### config.mk
export PLATFORM = sky130hd
export DESIGN_NAME = sb_config_switch
export DESIGN_NICKNAME = d
export VERILOG_FILES = /design/src/rtl/sb_pkg.sv /design/src/rtl/sb_track_mux.sv /design/src/rtl/sb_config_switch.sv
export SDC_FILE = /design/constraint.sdc
export NUM_CORES = 1
export LEC_CHECK = 0
export CORE_MARGIN = 1
export CORE_UTILIZATION = 39
export CTS_BUF_LIST = sky130_fd_sc_hd__clkbuf_16
export CTS_CLUSTER_DIAMETER = 80
export CTS_CLUSTER_SIZE = 25
export DETAILED_ROUTE_END_ITERATION = 16
export PLACE_DENSITY = 0.55
export SLEW_MARGIN = 0
export SYNTH_ARGS = -nofsm -noshare
export SYNTH_HDL_FRONTEND = slang
export SYNTH_SLANG_ARGS = --single-unit
### constraint.sdc
create_clock -name prog_clk -period 4.8 [get_ports prog_clk]
set_clock_uncertainty 0.2 [all_clocks]
set_input_delay 0.96 -clock prog_clk [delete_from_list [all_inputs] [get_ports prog_clk]]
set_output_delay 0.96 -clock prog_clk [all_outputs]
set_load 0.01 [all_outputs]
### src/rtl/sb_pkg.sv
`default_nettype none
// ---------------------------------------------------------------
// sb_pkg : select encodings and chain FSM states for the switch box
// Rev 1.0
// ---------------------------------------------------------------
package sb_pkg;

  localparam logic [1:0] SEL_OFF = 2'b00;
  localparam logic [1:0] SEL_CW1 = 2'b01;
  localparam logic [1:0] SEL_CW2 = 2'b10;
  localparam logic [1:0] SEL_CW3 = 2'b11;

  typedef enum logic [1:0] {
    ST_IDLE  = 2'd0,
    ST_SHIFT = 2'd1,
    ST_FULL  = 2'd2,
    ST_OVER  = 2'd3
  } state_t;

endpackage
`default_nettype wire

### src/rtl/sb_track_mux.sv
`default_nettype none
// ---------------------------------------------------------------
// sb_track_mux : one output track, 3 neighbour sources or constant 0
// Rev 1.0
// ---------------------------------------------------------------
module sb_track_mux
  import sb_pkg::*;
(
  input  logic [1:0] i_sel,
  input  logic       i_d1,
  input  logic       i_d2,
  input  logic       i_d3,
  output logic       o_y
);

  always_comb begin
    o_y = 1'b0;
    case (i_sel)
      SEL_CW1: o_y = i_d1;
      SEL_CW2: o_y = i_d2;
      SEL_CW3: o_y = i_d3;
      default: o_y = 1'b0;
    endcase
  end

endmodule
`default_nettype wire

### src/rtl/sb_config_switch.sv
`default_nettype none
// ---------------------------------------------------------------
// sb_config_switch : 4-sided switch box with serial shadow/active config
// Rev 1.0
// ---------------------------------------------------------------
module sb_config_switch
  import sb_pkg::*;
#(
  parameter int W       = 4,
  parameter bit OUT_REG = 1'b0
) (
  input  logic         prog_clk,
  input  logic         rst,
  input  logic [W-1:0] in1,
  input  logic [W-1:0] in2,
  input  logic [W-1:0] in3,
  input  logic [W-1:0] in4,
  output logic [W-1:0] out1,
  output logic [W-1:0] out2,
  output logic [W-1:0] out3,
  output logic [W-1:0] out4,
  input  logic         prog_in,
  input  logic         prog_en,
  input  logic         prog_load,
  input  logic         prog_rdbk,
  output logic         prog_out,
  output logic         cfg_valid,
  output logic         cfg_err,
  output logic [1:0]   cfg_state
);

  localparam int CFG_BITS = 8 * W;
  localparam int CNT_W    = $clog2(CFG_BITS + 2);
  localparam logic [CNT_W-1:0] C_CNT_FULL = CNT_W'(CFG_BITS);
  localparam logic [CNT_W-1:0] C_CNT_SAT  = CNT_W'(CFG_BITS + 1);

  logic [CFG_BITS-1:0] r_shadow;
  logic [CFG_BITS-1:0] r_active;
  logic [CNT_W-1:0]    r_cnt;
  state_t              r_state;
  logic                r_valid;
  logic                r_err;

  logic [CNT_W-1:0]    w_cnt_inc;
  state_t              w_state_inc;

  assign w_cnt_inc = (r_cnt == C_CNT_SAT) ? r_cnt : r_cnt + 1'b1;

  always_comb begin
    w_state_inc = ST_SHIFT;
    if (w_cnt_inc == C_CNT_FULL)     w_state_inc = ST_FULL;
    else if (w_cnt_inc > C_CNT_FULL) w_state_inc = ST_OVER;
  end

  // load beats readback beats shift; the state always tracks the count
  always_ff @(posedge prog_clk) begin
    if (rst) begin
      r_shadow <= '0;
      r_active <= '0;
      r_cnt    <= '0;
      r_state  <= ST_IDLE;
      r_valid  <= 1'b0;
      r_err    <= 1'b0;
    end else if (prog_load) begin
      r_cnt   <= '0;
      r_state <= ST_IDLE;
      if (r_state == ST_FULL) begin
        r_active <= r_shadow;
        r_valid  <= 1'b1;
        r_err    <= 1'b0;
      end else begin
        r_err <= 1'b1;
      end
    end else if (prog_rdbk) begin
      r_shadow <= r_active;
      r_cnt    <= '0;
      r_state  <= ST_IDLE;
    end else if (prog_en) begin
      r_shadow <= {prog_in, r_shadow[CFG_BITS-1:1]};
      r_cnt    <= w_cnt_inc;
      r_state  <= w_state_inc;
    end
  end

  assign prog_out  = r_shadow[0];
  assign cfg_valid = r_valid;
  assign cfg_err   = r_err;
  assign cfg_state = r_state;

  logic [W-1:0]     w_in [4];
  logic [4*W-1:0]   w_route;
  logic [4*W-1:0]   w_gated;

  assign w_in[0] = in1;
  assign w_in[1] = in2;
  assign w_in[2] = in3;
  assign w_in[3] = in4;

  // sources walk clockwise from the next side, so a side never selects itself
  for (genvar k = 0; k < 4; k++) begin : g_side
    for (genvar i = 0; i < W; i++) begin : g_bit
      sb_track_mux u_mux (
        .i_sel (r_active[2*(k*W+i) +: 2]),
        .i_d1  (w_in[(k+1)%4][i]),
        .i_d2  (w_in[(k+2)%4][i]),
        .i_d3  (w_in[(k+3)%4][i]),
        .o_y   (w_route[k*W+i])
      );
    end
  end

  assign w_gated = w_route & {(4*W){r_valid}};

  if (OUT_REG) begin : g_out_reg
    logic [4*W-1:0] r_out;
    always_ff @(posedge prog_clk) begin
      if (rst) r_out <= '0;
      else     r_out <= w_gated;
    end
    assign {out4, out3, out2, out1} = r_out;
  end else begin : g_out_comb
    assign {out4, out3, out2, out1} = w_gated;
  end

endmodule
`default_nettype wire

**Signal wires on met1**

Scale bar: 20 microns. Cells faint in the background.
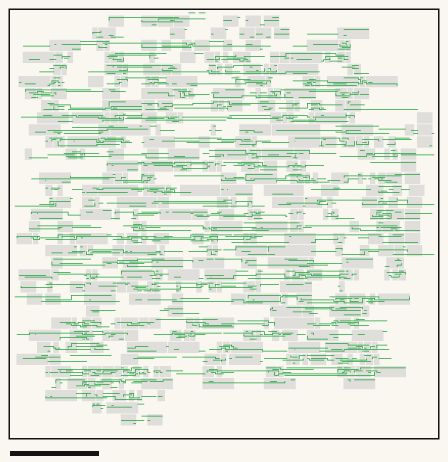
share of all routed wire: 50%
longest straight run: 33.1 microns
wire length on this layer: 4010 microns
nets with wire on the layer: 433
main direction: horizontal

==> results.sh <==
# yosys + openroad results
export IMPL_crit_arrival_ps=2490
export IMPL_hpwl_microns=5437
export IMPL_syn_nets=447
export IMPL_worst_r2r_setup_slack_ps=2980
export IMPL_path_clk_slew_ps=60
export IMPL_fillers=864
export IMPL_cts_setup_buffers=0
export IMPL_p_leak_uw=0.001487
export IMPL_hold_depth=2
export IMPL_grt_max_degree=38
export IMPL_rsz0062_at_grt="false"
export IMPL_flop_cell="dfxtp_1"
export IMPL_grt_first_pass_wirelength_microns=13110
export IMPL_dieArea_sq_um=9284
export IMPL_worstSetupStartpointType="input pin"
export IMPL_worst_endpoint_required_ps=3640
export IMPL_finalSetupViolCount=0
export IMPL_rows=34
export IMPL_grt_overflow_total=0
export IMPL_routedWlPerCell_microns=14.25
export IMPL_reg2regPathDepth=4
export IMPL_hold_path_class="flop to flop"
export IMPL_fp_utilization=0.4001
export IMPL_tightest_slew_ps=849.1
export IMPL_ys_warn_count=0
export IMPL_cts_root_buffer_cell="clkbuf_16"
export IMPL_cts_hold_buf=0
export IMPL_synth_area_sq_um=3472
export IMPL_clock_sinks=73
export IMPL_ys_top_cells_by_count="nand2_1 (100), dfxtp_1 (73), nor2_1 (44)"
export IMPL_insertedDiodeCount=0
export IMPL_antenna_left=0
export IMPL_gp_congestion=0.7557
export IMPL_synth_flop_count=73
export IMPL_grt_pass1_vias=2662
export IMPL_cts_tree="built"
export IMPL_status="complete, no violations"
export IMPL_synth_top_cell_by_count="nand2_1"
export IMPL_hold_violations=0
export IMPL_power_density_nw_per_um2=343.6
export IMPL_fin_crit_sh=0.7608
export IMPL_layout_nets=475
export IMPL_power_uw=1452
export IMPL_yosysTopAreaCellShare=0.4209
export IMPL_r2r_start="r_cnt[5]"
export IMPL_antenna_found_initial=0
export IMPL_finalMaxSlewViolations=0
export IMPL_syn2layout_area_growth_pct=21.69
export IMPL_edf_count=0
export IMPL_rr_endpoint="r_active[24]"
export IMPL_track_usage=0.1875
export IMPL_relSlewSlack=0.4326
export IMPL_h_tree_depth=3
export IMPL_placed_area_sq_um=3905
export IMPL_synthTopCellsByArea="dfxtp_1 (42%), nand2_1 (11%), mux2i_1 (9.2%)"
export IMPL_setup_ws_ps=1148
export IMPL_irDropWorstVdd_mv=0.2343
export IMPL_end_kind="primary output"
export IMPL_synth_area_leader_cell="dfxtp_1"
export IMPL_synthArstFlopShare=0
export IMPL_drive_above_1_share=0.09011
export IMPL_timing_fmax_ghz=0.2738
export IMPL_worstSkewPairLatency_ps=330
export IMPL_cap_viol_max_count=0
export IMPL_worstPathMaxFanout=3
**The metal 2 layer**

Scale bar: 20 microns. Cells faint in the background.
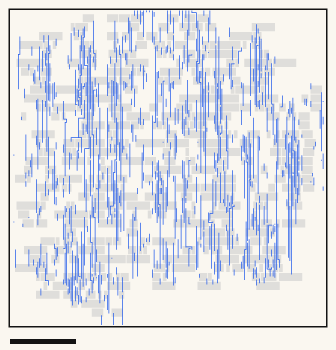
wire length on this layer: 3620 microns
longest straight run: 42.2 microns
vias: 2905
final WL: 8024 microns
grt met2 use: 0.2985

[cells by family after synthesis]
group / after synthesis / synth area share
buffers and inverters: 31 / 0.04576
XOR/XNOR: 7 / 0.01766
AND/OR/NAND/NOR: 173 / 0.2083
flip-flops: 73 / 0.4209
adder cells (fa/ha/maj): 3 / 0.01081
multiplexers: 48 / 0.1441
AND-OR/OR-AND: 87 / 0.1524
[layout by cell type, fill, tap and decap left out, drive strengths merged]
cell type      netlist  routed
or2                  1       1
nand3b               1       1
a31oi                1       1
dfxtp               73      73
or3                  1       1
nor2                46      46
bufinv               0       2
nand2              100     100
clkbuf               7       9
and2                16      16
o21ai               17      17
ha                   3       3
and3                 1       1
a21oi               33      33
inv                  1       1
clkdlybuf4s50        0      40
mux2                16      16
a211oi              34      34
buf                 23       7
nand4                3       3
clkinvlp             0       1
clkinv               0       4
mux2i               32      32
xnor2                1       1
xor2                 6       6
nor3                 1       1
o31a                 2       2
nand3                3       3
[sequential cells by signal, indices dropped and copies added, names as in the netlist, named ones only]
signal,cells
cfg_state,1
r_active,32
r_shadow,32
cfg_valid,1
cfg_err,1
r_cnt,5
[stage by stage]
stage | util | cells | hold WS, ps
after floorplan | - | 422 | 244.6
after global placement | 0.4500 | 547 | 255.6
after detailed placement | 0.4500 | 547 | 261.1
after CTS | 0.4869 | 563 | 265.8
after global routing | 0.4869 | 563 | 282.3
final | 0.4869 | 563 | 262.6
[where the power goes]
group	total (uW)	switching, uW	internal, uW
sequential	641	15.9	626
combinational	98.8	50.7	48.0
clock	712	257	455
total	1450	324	1130
[metal layers]
layer | track usage | wire [microns] | up-vias
met5 | 0 | 0 | -
met4 | 0.08701 | 116 | 0
met3 | 0.02686 | 278 | 7
met2 | 0.2985 | 3618 | 45
met1 | 0.2498 | 4011 | 1346
li1 | - | - | 1507
[worst max-delay path, stage by stage]
cell             delay (ps)
clkdlybuf4s50_1         440
mux2_2                  280
nand2_1                  60
o21ai_0                  90
and2_1                  180
clkdlybuf4s50_1         480
[final cells by class]
cell class | count | area (sq um) | area share
Inverter | 1 | 3.754 | 0.0008884
Timing Repair Buffer | 47 | 447.9 | 0.1060
Multi-Input combinational cell | 318 | 1857 | 0.4394
Clock inverter | 7 | 95.09 | 0.02251
Tap cell | 108 | 135.1 | 0.03198
Sequential cell | 73 | 1461 | 0.3459
Clock buffer | 9 | 225.2 | 0.05330
[worst max path at each step]
stage / to / slack [ps]
after floorplan: out1[0] / 2150
after global placement: out1[3] / 1150
after detailed placement: out4[1] / 1150
after CTS: out4[1] / 1130
after global routing: out1[3] / 1070
final: out1[3] / 1150
Power and IR drop assume default switching activity.
